**Signal wires on met3**

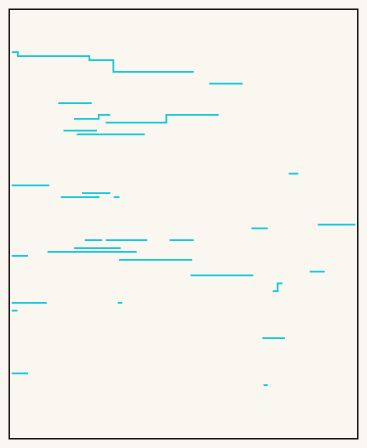
**Routing congestion map**

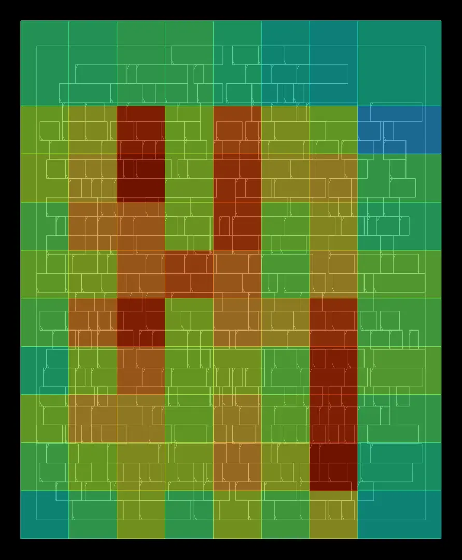
**Metal 1**

Bar = 20 um. Supply wires on this layer in gray.
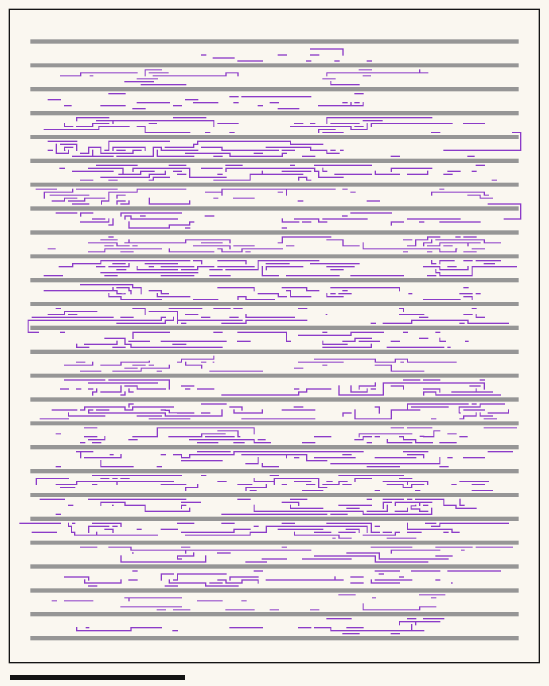
**Cell classes on the final placement**

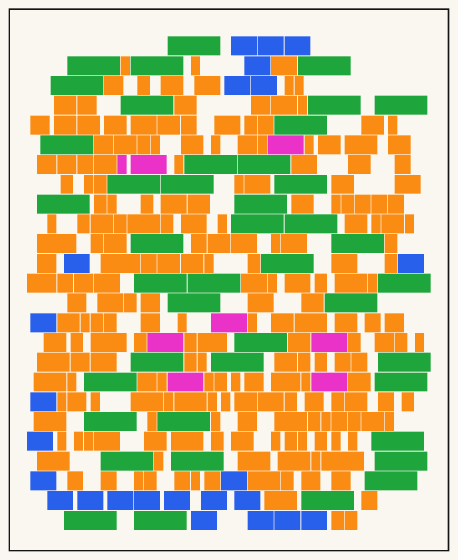
**Signal wires on met2**

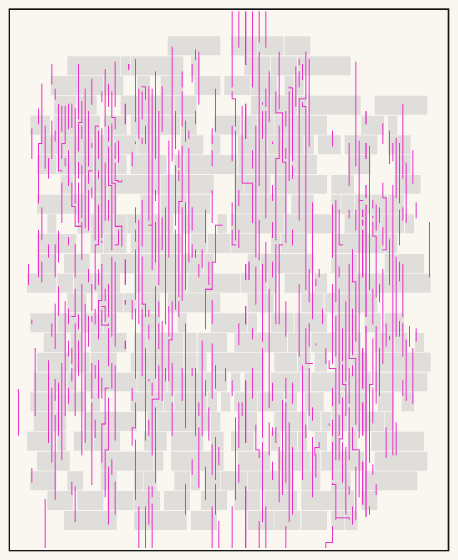
==> src/rtl/qnsc3nreg_seq.sv <==
// ---------------------------------------------------------------------------
// qnsc3nreg_seq
//
// Multi-channel flash-regulator write-enable sequencer. It sits between the
// POC / regulator macros and the flash sequencer.
//
// A single debounced power-good qualifier (POCOK) is derived from the raw 5 V
// POC release. Every regulator channel then runs its own
// OFF -> RAMP -> ON -> DISCH -> OFF sequence. VCPRGWE is raised only after
// the regulator has had a programmable settling time. Each channel is
// independent of the others.
//
// Parameters
//   NCH       number of regulator channels (1..8)
//   SETTLE_W  width of the settle-count input and of the per-channel counters
//   FILT_LEN  consecutive synchronised-high POC samples needed for power-good
//             (1..15)
//
// Ports
//   CLK        in   1         system clock, rising edge
//   RESB       in   1         synchronous active-low reset
//   POCREL5V   in   1         raw POC release (asynchronous, 2-flop synced)
//   FLREGENB   in   NCH       per-channel regulator enable, active-low
//   SETTLE     in   SETTLE_W  ramp/discharge length in cycles (0 acts as 1)
//   ERRCLR     in   1         pulse that clears all ERRPOC bits
//   REGON      out  NCH       regulator power-on request (RAMP or ON)
//   VCPRGWE    out  NCH       program write enable (ON only)
//   ERRPOC     out  NCH       sticky: power-good lost while channel was ON
//   POCOK      out  1         debounced power-good
//   dbg_state  out  2*NCH     per-channel FSM state, channel i at [2i+1:2i]
//                             (0=OFF 1=RAMP 2=ON 3=DISCH)
//
// Handshake: there is no valid/ready pairing on this block. All inputs are
// level-sampled on every rising CLK edge. Every output is a registered level
// that can be read at any time after the edge that produced it.
// ---------------------------------------------------------------------------
module qnsc3nreg_seq #(
  parameter int NCH      = 2,
  parameter int SETTLE_W = 8,
  parameter int FILT_LEN = 4
) (
  input  logic                CLK,
  input  logic                RESB,
  input  logic                POCREL5V,
  input  logic [NCH-1:0]      FLREGENB,
  input  logic [SETTLE_W-1:0] SETTLE,
  input  logic                ERRCLR,
  output logic [NCH-1:0]      REGON,
  output logic [NCH-1:0]      VCPRGWE,
  output logic [NCH-1:0]      ERRPOC,
  output logic                POCOK,
  output logic [2*NCH-1:0]    dbg_state
);

  // -------------------------------------------------------------------------
  // Power-good path: 2-flop synchroniser followed by a saturating debounce
  // counter. A single low sample resets the counter, so power-good drops
  // quickly. Re-qualification needs FILT_LEN clean high samples.
  // -------------------------------------------------------------------------
  localparam int            FW   = $clog2(FILT_LEN + 1);
  localparam logic [FW-1:0] FMAX = FW'(FILT_LEN);
  localparam logic [FW-1:0] FONE = FW'(1);

  logic          sync1;
  logic          poc_s;
  logic [FW-1:0] fcnt;

  always_ff @(posedge CLK) begin
    if (!RESB) begin
      sync1 <= 1'b0;
      poc_s <= 1'b0;
      fcnt  <= '0;
    end else begin
      sync1 <= POCREL5V;
      poc_s <= sync1;
      if (!poc_s) begin
        fcnt <= '0;
      end else if (fcnt != FMAX) begin
        fcnt <= fcnt + FONE;
      end
    end
  end

  assign POCOK = (fcnt == FMAX);

  // -------------------------------------------------------------------------
  // Per-channel sequencer.
  // cnt counts cycles spent in RAMP or DISCH. It starts at 1 on entry, and
  // the state is left on the edge where cnt == cnt_lim. A limit of L
  // therefore gives exactly L cycles in the state. cnt_lim is captured on
  // entry, so later SETTLE changes cannot stretch or cut a count in progress.
  // -------------------------------------------------------------------------
  typedef enum logic [1:0] {
    S_OFF   = 2'd0,
    S_RAMP  = 2'd1,
    S_ON    = 2'd2,
    S_DISCH = 2'd3
  } state_t;

  localparam logic [SETTLE_W-1:0] CNT_ONE = SETTLE_W'(1);

  state_t              state_q [NCH];
  state_t              state_d [NCH];
  logic [SETTLE_W-1:0] cnt_q   [NCH];
  logic [SETTLE_W-1:0] cnt_d   [NCH];
  logic [SETTLE_W-1:0] lim_q   [NCH];
  logic [SETTLE_W-1:0] lim_d   [NCH];
  logic [NCH-1:0]      err_set;
  logic [NCH-1:0]      errpoc_q;
  logic [SETTLE_W-1:0] settle_eff;

  // A SETTLE of zero would never match a counter that starts at 1, so it is
  // promoted to the shortest legal length.
  assign settle_eff = (SETTLE == '0) ? CNT_ONE : SETTLE;

  always_comb begin
    err_set = '0;
    for (int i = 0; i < NCH; i++) begin
      state_d[i] = state_q[i];
      cnt_d[i]   = cnt_q[i];
      lim_d[i]   = lim_q[i];

      case (state_q[i])
        S_OFF: begin
          if (POCOK && !FLREGENB[i]) begin
            state_d[i] = S_RAMP;
            lim_d[i]   = settle_eff;
            cnt_d[i]   = CNT_ONE;
          end
        end

        S_RAMP: begin
          if (!POCOK) begin
            state_d[i] = S_OFF;
            cnt_d[i]   = '0;
          end else if (FLREGENB[i]) begin
            // An aborted ramp still gets a full discharge period.
            state_d[i] = S_DISCH;
            lim_d[i]   = settle_eff;
            cnt_d[i]   = CNT_ONE;
          end else if (cnt_q[i] == lim_q[i]) begin
            state_d[i] = S_ON;
          end else begin
            cnt_d[i] = cnt_q[i] + CNT_ONE;
          end
        end

        S_ON: begin
          if (!POCOK) begin
            state_d[i] = S_OFF;
            cnt_d[i]   = '0;
            err_set[i] = 1'b1;
          end else if (FLREGENB[i]) begin
            state_d[i] = S_DISCH;
            lim_d[i]   = settle_eff;
            cnt_d[i]   = CNT_ONE;
          end
        end

        S_DISCH: begin
          // The request is deliberately ignored here: a channel must reach
          // OFF before it can ramp again.
          if (!POCOK || (cnt_q[i] == lim_q[i])) begin
            state_d[i] = S_OFF;
            cnt_d[i]   = '0;
          end else begin
            cnt_d[i] = cnt_q[i] + CNT_ONE;
          end
        end

        default: begin
          state_d[i] = S_OFF;
          cnt_d[i]   = '0;
        end
      endcase
    end
  end

  always_ff @(posedge CLK) begin
    for (int i = 0; i < NCH; i++) begin
      if (!RESB) begin
        state_q[i] <= S_OFF;
        cnt_q[i]   <= '0;
        lim_q[i]   <= '0;
      end else begin
        state_q[i] <= state_d[i];
        cnt_q[i]   <= cnt_d[i];
        lim_q[i]   <= lim_d[i];
      end
    end
  end

  // A new error event beats a simultaneous clear, so the event is never lost.
  always_ff @(posedge CLK) begin
    if (!RESB) begin
      errpoc_q <= '0;
    end else begin
      errpoc_q <= (errpoc_q & ~{NCH{ERRCLR}}) | err_set;
    end
  end

  assign ERRPOC = errpoc_q;

  // -------------------------------------------------------------------------
  // Outputs are decoded purely from the state register. They therefore
  // change only at clock edges, and no input reaches them combinationally.
  // -------------------------------------------------------------------------
  always_comb begin
    REGON     = '0;
    VCPRGWE   = '0;
    dbg_state = '0;
    for (int i = 0; i < NCH; i++) begin
      REGON[i]         = (state_q[i] == S_RAMP) || (state_q[i] == S_ON);
      VCPRGWE[i]       = (state_q[i] == S_ON);
      dbg_state[2*i +: 2] = state_q[i];
    end
  end

endmodule

==> config.mk <==
export PLATFORM = sky130hd
export DESIGN_NAME = qnsc3nreg_seq
export DESIGN_NICKNAME = d
export VERILOG_FILES = /design/src/rtl/qnsc3nreg_seq.sv
export SDC_FILE = /design/constraint.sdc
export NUM_CORES = 1
export LEC_CHECK = 0
export ABC_CLOCK_PERIOD_IN_PS = 6320
export CAP_MARGIN = 20
export CORE_ASPECT_RATIO = 1.25
export CORE_MARGIN = 2
export CORE_UTILIZATION = 61
export DETAILED_ROUTE_END_ITERATION = 16
export GPL_TIMING_DRIVEN = 1
export PLACE_DENSITY = 0.83
export REMOVE_ABC_BUFFERS = 1
export SLEW_MARGIN = 10
export SYNTH_ARGS = -nofsm -noshare
export SYNTH_HDL_FRONTEND = slang
export SYNTH_SLANG_ARGS = --single-unit
==> constraint.sdc <==
create_clock -name CLK -period 6.32 [get_ports CLK]
set_input_delay 1.58 -clock CLK [delete_from_list [all_inputs] [get_ports CLK]]
set_output_delay 1.58 -clock CLK [all_outputs]
set_load 0.01 [all_outputs]
==> summary.txt <==
yosys + openroad results -> status complete, no violations, CTS tree built, Largest regs cnt_q (16), lim_q (16), state_q (4), cell-internal power 0.0003921 W, pwr dens 181.3 nW/um^2, smallest hold slack 0.4401 ns, crit path launch type input port, Synthesis Warnings 0, Cells after DPL 338, Pre-Repair DR Iteration Count 4, XOR Share, Synth 0.06535, htree depth 2, switching portion of total power 0.2260, Seq area share 0.3081, Lkg Pwr 0.9823 nW, Critical R2R Launch fcnt[0], Finished Layout Cells 346, I/O pin count 25, reg2reg setup slack 3.77 ns, Seq group 0.000276 W, WHS Path Cells 1, GRT overflow 0, Slew Limit Fails 0, flop count 43, CTS sink count 43, Clock Root Buffer clkbuf_8, Post-CTS Resized 0, Clk power 0.000190 W, CP endpoint state_q[0][1], Flops after synth 43, Yosys chip area 2412 sq um, Non-clk bufs 24, MUX area fraction 0.08558, fmax 0.2759 GHz, multi-input gates 203, Unique cell types 52, setup repair after global routing missed its margin no, Peak VDD IR 0.0001470 V, Seq/Total Area, Yosys 0.3568, logic share of the area 0.5253, final setup fails 0, clock network area share 0.03583, Flop area 860.8 sq um, Adder Area Share 0.07261, Synth area leader dfxtp_1, top-count cell post-synth dfxtp_1, Sum Neg Setup Slack 0 ns, Top Layout Cells 43 x dfxtp_1, 29 x nor2_1, 24 x clkdlybuf4s50_1, Worst-Margin Slew 0.7927 ns
-- 'signal wires on met3' (at the start) --
nets with wire on the layer: 24
wire length on this layer: 198 um
met3 GRT Util: 0.05913
vias: 2043

-- 'routing congestion map' (at the start) --
GR met2 Demand/Resource: 0.4143
GR peak layer: met2
gr usage total: 0.2462
drt wl/cell: 14.58 um
met1 Track Usage GR: 0.2979

-- 'metal 1' (at the start) --
longest straight run: 20.5 um
wire length on this layer: 2140 um
routed wire length: 5045 um

-- 'cell classes on the final placement' (at the start) --
[blue] remaining buffers and delay cells | cells: 24
[magenta] clock drivers and dummy loads | cells: 8
[orange] remaining logic cells | cells: 217
[green] sequential cells | cells: 43
Post-Route Utilization: 0.7382
core area: 3785 sq um

-- 'signal wires on met2' (at the start) --
main direction: vertical
wire length on this layer: 2610 um

[metal layers]
layer,GRT usage,share of wire,vias to the layer above
met5,0,0,-
met4,0.1012,0.019,0
met3,0.05913,0.039,8
met2,0.4143,0.52,50
met1,0.2979,0.42,960
li1,-,-,1025
[metrics by stage]
| stage | setup slack [ns] | cell area [sq um] | total power [W] |
|---|---|---|---|
| 2_1_floorplan | 3.087 | 2381 | 0.0003032 |
| 3_3_place_gp | 2.269 | 2689 | 0.0003224 |
| 3_5_place_dp | 2.165 | 2689 | 0.0003229 |
| 4_1_cts | 2.465 | 2789 | 0.0005093 |
| 5_1_grt | 2.544 | 2794 | 0.0005250 |
| 6_report | 2.696 | 2794 | 0.0005066 |
[worst max-delay path: cells and delay by family]
kind	cells	cell delay (ns)
buf+inv	2	1.41
simple gates	1	0.73
mux	1	0.12
Power and IR drop assume default switching activity.
